<file path="config.mk">
export PLATFORM = sky130hd
export DESIGN_NAME = round_timer
export DESIGN_NICKNAME = d
export VERILOG_FILES = /design/src/rtl/round_timer_pkg.sv /design/src/rtl/bcd_dec2.sv /design/src/rtl/round_timer.sv
export SDC_FILE = /design/constraint.sdc
export NUM_CORES = 1
export LEC_CHECK = 0
export ABC_AREA = 1
export CAP_MARGIN = 15
export CORE_MARGIN = 1
export CORE_UTILIZATION = 41
export CTS_BUF_LIST = sky130_fd_sc_hd__clkbuf_2 sky130_fd_sc_hd__clkbuf_4 sky130_fd_sc_hd__clkbuf_8
export CTS_CLUSTER_DIAMETER = 30
export DETAILED_ROUTE_END_ITERATION = 16
export PLACE_DENSITY_LB_ADDON = 0.3
export SLEW_MARGIN = 5
export SYNTH_ARGS = -nofsm -noshare
export SYNTH_HDL_FRONTEND = slang
export SYNTH_SLANG_ARGS = --single-unit
</file>
<file path="constraint.sdc">
create_clock -name clk -period 2.25 [get_ports clk]
set_input_delay 0.5625 -clock clk [delete_from_list [all_inputs] [get_ports clk]]
set_output_delay 0.5625 -clock clk [all_outputs]
set_load 0.02 [all_outputs]
</file>
<file path="src/rtl/round_timer_pkg.sv">
// Shared types and constants for the round timer and its BCD helpers.
package round_timer_pkg;

    // Width of one BCD digit.
    localparam int BCD_W = 4;

    // Countdown controller states.
    typedef enum logic [1:0] {
        IDLE    = 2'd0,
        RUN     = 2'd1,
        PAUSE   = 2'd2,
        EXPIRED = 2'd3
    } state_t;

    // Saturate a nibble to the largest legal BCD digit.
    function automatic logic [BCD_W-1:0] clamp_digit(input logic [BCD_W-1:0] d);
        return (d > 4'd9) ? 4'd9 : d;
    endfunction

    // Binary value (0..99) of a legal two-digit BCD number.
    function automatic logic [6:0] bcd_to_bin(input logic [2*BCD_W-1:0] v);
        return ({3'b000, v[7:4]} * 7'd10) + {3'b000, v[3:0]};
    endfunction

endpackage

</file>
<file path="src/rtl/bcd_dec2.sv">
// Two-digit BCD clamp and saturating decrement (combinational).
// Each nibble above 9 is clamped to 9; with dec_en_i set, the clamped value
// is then decremented with ones-to-tens borrow, stopping at 00.
module bcd_dec2
    import round_timer_pkg::*;
(
    input  logic [2*BCD_W-1:0] bcd_i,
    input  logic               dec_en_i,
    output logic [2*BCD_W-1:0] bcd_o,
    output logic               zero_o
);

    logic [2*BCD_W-1:0] clamped;

    genvar gi;
    generate
        for (gi = 0; gi < 2; gi++) begin : g_clamp
            assign clamped[gi*BCD_W +: BCD_W] = clamp_digit(bcd_i[gi*BCD_W +: BCD_W]);
        end
    endgenerate

    // Pass the clamped value through, or decrement it with borrow and no wrap.
    always_comb begin
        bcd_o = clamped;
        if (dec_en_i) begin
            if (clamped == 8'h00) begin
                bcd_o = 8'h00;
            end else if (clamped[3:0] == 4'd0) begin
                bcd_o = {clamped[7:4] - 4'd1, 4'd9};
            end else begin
                bcd_o = {clamped[7:4], clamped[3:0] - 4'd1};
            end
        end
    end

    assign zero_o = (bcd_o == 8'h00);

endmodule

</file>
<file path="src/rtl/round_timer.sv">
// Round countdown timer: BCD seconds value counted down by an external
// 1-second strobe, with load / start / pause control and expiry signalling.
module round_timer
    import round_timer_pkg::*;
#(
    parameter logic [7:0] DEFAULT_BCD = 8'h30,
    parameter int         WARN_SECS   = 5
)
(
    input  logic       clk,
    input  logic       rst,
    input  logic       tick_1s,
    input  logic       load,
    input  logic [7:0] load_val,
    input  logic       start,
    input  logic       pause,
    output logic [3:0] time_tens,
    output logic [3:0] time_ones,
    output logic       running,
    output logic       warn,
    output logic       time_up,
    output logic       expired
);

    localparam logic [6:0] WARN_BIN = 7'(WARN_SECS);

    state_t     state_q;
    logic [7:0] value_q;
    logic       running_q;
    logic       time_up_q;
    logic       expired_q;

    logic [7:0] value_d;
    logic       value_zero_d;

    // One shared helper: clamps load_val on a load, otherwise decrements
    // the current value (only used on a RUN tick).
    bcd_dec2 u_bcd_dec2 (
        .bcd_i    (load ? load_val : value_q),
        .dec_en_i (~load),
        .bcd_o    (value_d),
        .zero_o   (value_zero_d)
    );

    // Controller: prioritised load > pause > start > tick, registered outputs.
    always_ff @(posedge clk) begin
        if (!rst) begin
            state_q   <= IDLE;
            value_q   <= DEFAULT_BCD;
            running_q <= 1'b0;
            time_up_q <= 1'b0;
            expired_q <= 1'b0;
        end else begin
            time_up_q <= 1'b0;
            if (load) begin
                value_q   <= value_d;
                state_q   <= IDLE;
                running_q <= 1'b0;
                expired_q <= 1'b0;
            end else if (pause) begin
                if (state_q == RUN) begin
                    state_q   <= PAUSE;
                    running_q <= 1'b0;
                end
            end else if (start) begin
                if ((state_q == IDLE || state_q == PAUSE) && value_q != 8'h00) begin
                    state_q   <= RUN;
                    running_q <= 1'b1;
                end
            end else if (tick_1s && state_q == RUN) begin
                value_q <= value_d;
                if (value_zero_d) begin
                    state_q   <= EXPIRED;
                    running_q <= 1'b0;
                    expired_q <= 1'b1;
                    time_up_q <= 1'b1;
                end
            end
        end
    end

    assign time_tens = value_q[7:4];
    assign time_ones = value_q[3:0];
    assign running   = running_q;
    assign time_up   = time_up_q;
    assign expired   = expired_q;

    // Low-time warning, decoded straight from the registered state and value.
    assign warn = (state_q == RUN || state_q == PAUSE) &&
                  (value_q != 8'h00) &&
                  (bcd_to_bin(value_q) <= WARN_BIN);

endmodule

</file>
==> metrics.csv <==
stage,metric,value,unit
logic_synthesis,Post-synth ARST share,0,%
global_routing,initial antenna violation count,0,
critical_path,CP max stage cell,fa_2,
final_layout,clock buffers,4,
critical_path,crit path to,warn,
clock_network,number of H-tree levels,1,
logic_synthesis,"top cells, area","dfxtp_1 20%, nand2_1 16%, ha_1 10%",
critical_path,reg2reg path depth,22,
critical_path,cell depth of the worst setup path,7,
pwr,power per standard cell area,404.3,nW/um^2
status,status,finished with violations,
logic_synthesis,post-synthesis cell area,1324,um^2
final_timing,PnR worst setup slack,-0.3099,ns
drt,DR vias,1655,
critical_path,crit path from,value_q[7],
final_layout,dominant logic cell type in the layout,buf_4,
final_layout,clock-cell share of area,1.302,%
final_layout,Seq/total area,11.88,%
logic_synthesis,Simple-Gate Area Share,40.55,%
status,failing checks,setup timing,
logic_synthesis,Synth area leader,dfxtp_1,
clock_network,clk sinks,13,
pwr,Net Sw Frac,37.17,%
pwr,sequential share of power,27.5,%
logic_synthesis,#FFs+latches synth,13,
final_layout,Non-CTS buffers,83,
place,Post-Place Setup Slack,-0.7194,ns
final_layout,Filler cells,242,
drt,Final ANT Viol Nets,0,
final_layout,largest class,logic gates,
pwr,internal power,0.5860,mW
floorplanning,Die H,58.82,um
final_layout,layout cells sized above 1,45.89,%
final_timing,setup_tns,-0.3099,ns
final_timing,Final period util,113.8,%
logic_synthesis,Top logic family,simple AND/OR/NAND/NOR gates,
final_timing,final setup violation count,1,
final_layout,FF/Latch Area,274.0,um^2
pwr,Overall Power,0.9328,mW
logic_synthesis,most common cell in the netlist,nand2_1,
min_path,Hold Crit Depth,1,
min_path,worst hold start,expired,
floorplanning,core area,3053,um^2
pwr,Comb power frac,56.1,%
clock_network,clock insertion delay at the later pin of the skew report,0.27,ns
final_layout,Comb/total area,46.69,%
final_layout,Inverters,33,
floorplanning,row cnt,20,
final_timing,Min Hold Slack,0.4645,ns
clock_network,Clock transition at path regs,0.08,ns
global_routing,vias in the first global route,1620,
pwr,Psw,0.3467,mW
job,maxcap violations,0,
min_path,hold endpoint,expired,
floorplanning,Die Size,3460,um^2
place,Port Buffers,25,
final_layout,most instantiated logic cells after routing,"55 x buf_4, 44 x nand2_1, 22 x inv_1",
global_routing,first-pass GRT wire length,7.031,mm
logic_synthesis,AO/OA Area Share,12.95,%
final_timing,unrepaired setup endpoints after global routing,yes,
floorplanning,die width,58.82,um
drt,# DRC,0,
final_layout,final core utilization,75.57,%
final_timing,minimum clock period,2.560,ns
floorplanning,Core Util at FP,43.36,%
global_routing,largest net degree at the start of global routing,12,
final_timing,Worst slew margin,81.59,%
logic_synthesis,ys flop type,dfxtp_1,
pwr,Leakage Power,1.115,nW
final_layout,Layout area overhead,74.29,%
final_layout,Nets,320,
global_routing,All-Layer GR Usage,26.73,%
final_layout,max FFs per register,8,
final_layout,Non-clock buffer share,31.62,%
clock_network,CTS Hold Bufs,0,
logic_synthesis,yosys warns,0,
final_timing,hold violation total from the final report,0,
logic_synthesis,xor/xnor share,1.323,%
clock_network,clock buffer count from CTS,3,
final_timing,Slew Limit Fails,0,
final_layout,mi-comb count,159,
critical_path,CP Cell Sequence,"ha_4, ha_4, fa_2, nor2_1, nand2_1, a211oi_4, buf_6",
final_timing,Worst Skew,0.01102,ns
clock_network,Max Root-Sink Buffers,2,
final_layout,logic area,1077,um^2
pwr,clock network power share,16.3,%
drt,number of vias per cell,4.926,
critical_path,CP Class,flop to primary output,
critical_path,R2R setup slack,0.05,ns
place,dpl cell area,2011,um^2
logic_synthesis,register area share after synthesis,19.66,%
place,Placer Congestion,0.9117,
critical_path,Critical Path Start Type,flop,
critical_path,Top delay family on crit path,adder cells,
final_layout,most flop-heavy register,value_q,
global_routing,global route overflow,0,
drt,DR WL/cell,12.84,um
-- routing by layer --
layer  global-route usage (%)  vias up  share of wire, %
li1                         -      831                 -
met1                    30.59      749                40
met2                    49.68       67                52
met3                    5.934        8               6.1
met4                    6.803        0               1.6
met5                        0        -                 0
-- timing repair --
item                                    4_1_cts  5_1_grt
endpoints found under the setup margin       12        7
pin swaps                                    29       25
gates resized                                34       30
setup buffers                                 9        3
cloned                                        1        1
-- power groups by stage --
stage | sequential [mW] | combinational (mW) | clock (mW)
after CTS | 0.256 | 0.478 | 0.161
after global placement | 0.260 | 0.427 | 0
after detailed placement | 0.261 | 0.435 | 0
after floorplan | 0.284 | 0.218 | 0
final | 0.257 | 0.523 | 0.152
after global routing | 0.259 | 0.571 | 0.169
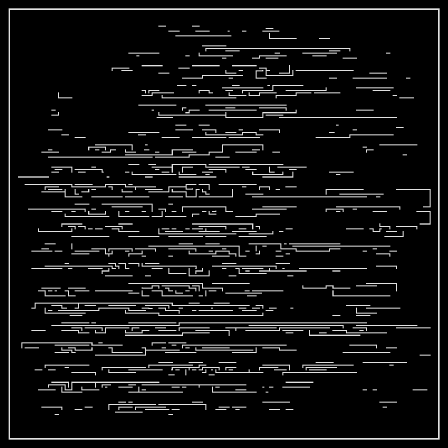
met1.png
main direction: horizontal
wire length on this layer: 1720 um
longest straight run: 25.8 um
share of all routed wire: 40%
nets with wire on the layer: 296

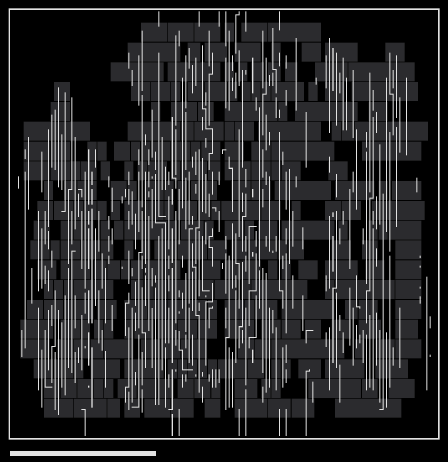
met2.png
Scale bar: 20 um.
main direction: vertical
longest straight run: 29.6 um
share of all routed wire: 52%
nets with wire on the layer: 273
wire length on this layer: 2260 um

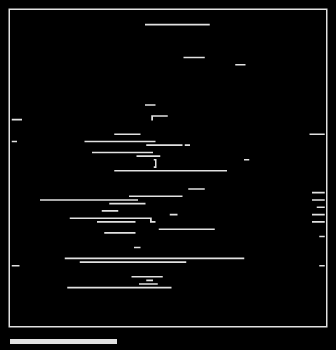
met3.png
Scale bar: 20 um.
longest straight run: 33.1 um
share of all routed wire: 6.1%
nets with wire on the layer: 36

Power is estimated from default activity; no workload was simulated.
